## src/rtl/inst_issue_unit.sv

```systemverilog
// Instruction issue unit: loadable program memory plus a program counter that
// feeds one registered instruction per clock to the core, with stall and an
// end-of-program done pulse.
module inst_issue_unit #(
  parameter int unsigned ADDR_W = 4,
  parameter int unsigned DEPTH  = 1 << ADDR_W,
  parameter int unsigned INST_W = 32
) (
  input  logic              clock,
  input  logic              reset,
  input  logic              load_en,
  input  logic [ADDR_W-1:0] load_addr,
  input  logic [INST_W-1:0] load_data,
  input  logic              start,
  input  logic              stall,
  output logic [INST_W-1:0] inst,
  output logic              inst_valid,
  output logic [ADDR_W-1:0] pc,
  output logic              busy,
  output logic              done,
  output logic [ADDR_W:0]   issue_count
);

  localparam int unsigned CNT_W = ADDR_W + 1;

  typedef enum logic [1:0] {
    IDLE = 2'd0,
    RUN  = 2'd1,
    HALT = 2'd2
  } state_t;

  state_t            state;
  logic [INST_W-1:0] mem [DEPTH];
  logic [INST_W-1:0] word;
  // Set once the last memory word has issued; the next unstalled edge then
  // ends the program exactly as an end-of-program marker would.
  logic              wrapped;

  assign word = mem[pc];

  // Program memory: written only while idle, never cleared by reset.
  always_ff @(posedge clock) begin
    if (state == IDLE && load_en) begin
      mem[load_addr] <= load_data;
    end
  end

  // Issue FSM with registered outputs.
  always_ff @(posedge clock or posedge reset) begin
    if (reset) begin
      state       <= IDLE;
      inst        <= '0;
      inst_valid  <= 1'b0;
      pc          <= '0;
      busy        <= 1'b0;
      done        <= 1'b0;
      issue_count <= '0;
      wrapped     <= 1'b0;
    end else begin
      case (state)
        IDLE: begin
          if (start) begin
            state       <= RUN;
            busy        <= 1'b1;
            pc          <= '0;
            issue_count <= '0;
            wrapped     <= 1'b0;
          end
        end
        RUN: begin
          if (!stall) begin
            if (wrapped || word == '0) begin
              state      <= HALT;
              busy       <= 1'b0;
              done       <= 1'b1;
              inst       <= '0;
              inst_valid <= 1'b0;
              wrapped    <= 1'b0;
            end else begin
              inst       <= word;
              inst_valid <= 1'b1;
              pc         <= pc + ADDR_W'(1);
              if (issue_count != CNT_W'(DEPTH)) begin
                issue_count <= issue_count + CNT_W'(1);
              end
              if (pc == ADDR_W'(DEPTH - 1)) begin
                wrapped <= 1'b1;
              end
            end
          end
        end
        HALT: begin
          state <= IDLE;
          done  <= 1'b0;
        end
        default: begin
          state <= IDLE;
        end
      endcase
    end
  end

endmodule

```

## config.mk

```make
export PLATFORM = sky130hd
export DESIGN_NAME = inst_issue_unit
export DESIGN_NICKNAME = d
export VERILOG_FILES = /design/src/rtl/inst_issue_unit.sv
export SDC_FILE = /design/constraint.sdc
export NUM_CORES = 1
export LEC_CHECK = 0
export CORE_MARGIN = 2
export CORE_UTILIZATION = 50
export DETAILED_ROUTE_END_ITERATION = 8
export GPL_ROUTABILITY_DRIVEN = 0
export MAX_ROUTING_LAYER = met4
export PLACE_DENSITY = 0.68
export SYNTH_ARGS = -nofsm -noshare
export SYNTH_HDL_FRONTEND = slang
export SYNTH_SLANG_ARGS = --single-unit
```

## constraint.sdc

```tcl
create_clock -name clock -period 5.05 [get_ports clock]
set_input_delay 1.2625 -clock clock [delete_from_list [all_inputs] [get_ports clock]]
set_output_delay 1.2625 -clock clock [all_outputs]
set_load 0.02 [all_outputs]
```

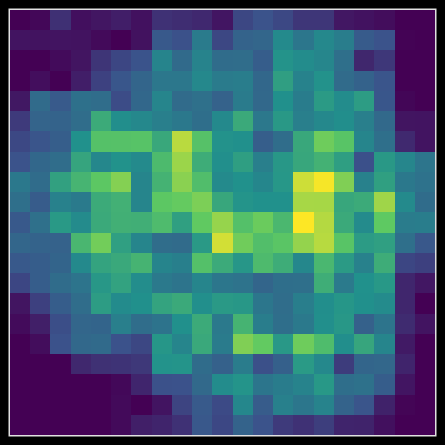
(images/wire_density.png)
Drawn at 2 px/µm. The die is cut into 21 by 21 equal tiles; dark purple is low, yellow is high, scaled to the fullest tile. Values are wire area over tile area, all layers added.
- tiles over half the peak: 27%
- mean over tiles: 0.18
- emptiest ninth of the die: bottom left
- fullest tile: 0.48
- nearly empty tiles: 10%

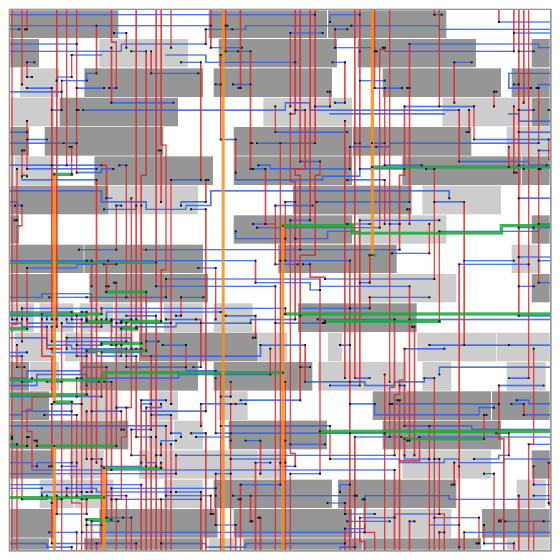
(images/zoom.png)
Region (81, 124) to (131, 174) µm. Cells in gray, sequential cells in the stronger gray; small squares are vias.
- met3: green
- met1: blue
- met2: red
- met4: orange
- cells with their middle in the window: 77
- netlist names of flops here include: `mem` (33), `inst` (2)
- sequential cells in the window: 35
- most frequent: edfxtp_1 (33), mux4_2 (8), mux2i_1 (8)

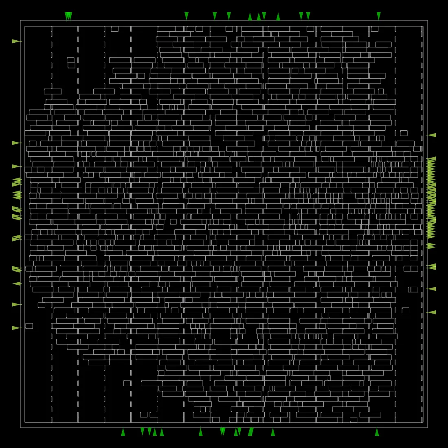
(images/final_placement.png)
# fillers: 3183
Tap Cells: 585

==> out/metrics.yaml <==
final_timing:
  slew_headroom_pct: 40.68
  fin_setup_tns_ps: 0
  rsz0062_at_grt: "no"
  clock_skew_ps: 23.90
  layout_setup_ws_ps: 1006
  worst_hold_slack_ps: 477.4
  min_period_ps: 4044
  slew_viol_final: 0
  fmax_mhz: 247.3
logic_synthesis:
  synthMuxAreaShare_pct: 12.91
  synth_nets: 1146
  yosys_area_mm2: 0.02174
  ys_warn_count: 0
  synth_area_leader_cell: "edfxtp_1"
  synth_adder_area_share_pct: 0.1726
  most_common_cell: "edfxtp_1"
  edf_count: 512
  xor_area_share_pct: 0
  syn_area_mm2: 0.02174
  simple_gate_area_share_pct: 2.445
  yosys.cell_types.count: 48
drt:
  firstDrtPassIters: 5
  top_layer: "met4"
  wire_per_inst_um: 26.69
  routedLengthMet1_um: 21830
  drc: 0
  route.met2.wl_um: 23200
power:
  comb_cell_power_uw: 3920
  power_leader: "sequential cells"
  p_clk_share_pct: 28.9
  clock_power_uw: 3860
  p_int_uw: 9196
  switching_share_pct: 30.97
  p_sw_uw: 4126
  leakage_uw: 0.008325
layout:
  dominant_cells: "sequential cells"
  register_area_mm2: 0.01656
  area_growth_pct: 15.88
  stdcell_count: 1856
  fin_nets: 1270
  layout_top_cells: "edfxtp_1 (512), mux2i_1 (96), clkdlybuf4s50_1 (84)"
  comb-cell-share_pct: 19.38
  lay_top_count: "edfxtp_1"
  clk_share_pct: 6.723
  clkbuf_count: 67
  num-nonclk-inverters: 8
  fin_util_pct: 58.63
flow_run:
  warning_count: 27
  drv_cap: 0
placed_design:
  pre_cts_slack_ps: 1042
  dp.cells: 1753
  placed_area_mm2: 0.02350
die:
  rows: 76
  core_mm2: 0.04298
  pin_count: 85
  fp_util_pct: 50.59
  die_area_mm2: 0.04517
setup_path:
  criticalPathCategory: "flop to flop"
  worst_path_max_delay_cell: "dfrtp_4"
  rr_worst_depth: 10
  startpoint_type: "flop"
  cp_top_family: "AND-OR/OR-AND gates"
  critical_path.endpoint: "issue_count[2]"
  path_buffers: 3
  crit_chain: "buf_12 > buf_4 > mux4_2 > a22oi_1 > nand4_1 > nor4_1 > a41o_2 > buf_12 > nor4_1 > a211o_1"
global_route:
  grt_pass1_vias: 11284
  grt.met3_usage_pct: 4.106
  track_usage_pct: 23.42
  grt_max_degree: 53
cts:
  tritoncts: "built"
  ctsHoldBuffers: 0
  post_cts_resized: 0
  clockBufferDepth: 3
run_status:
  status: "finished clean"
worst_hold_path:
  hold_path_class: "flop to flop"
Power is estimated from default activity; no workload was simulated.
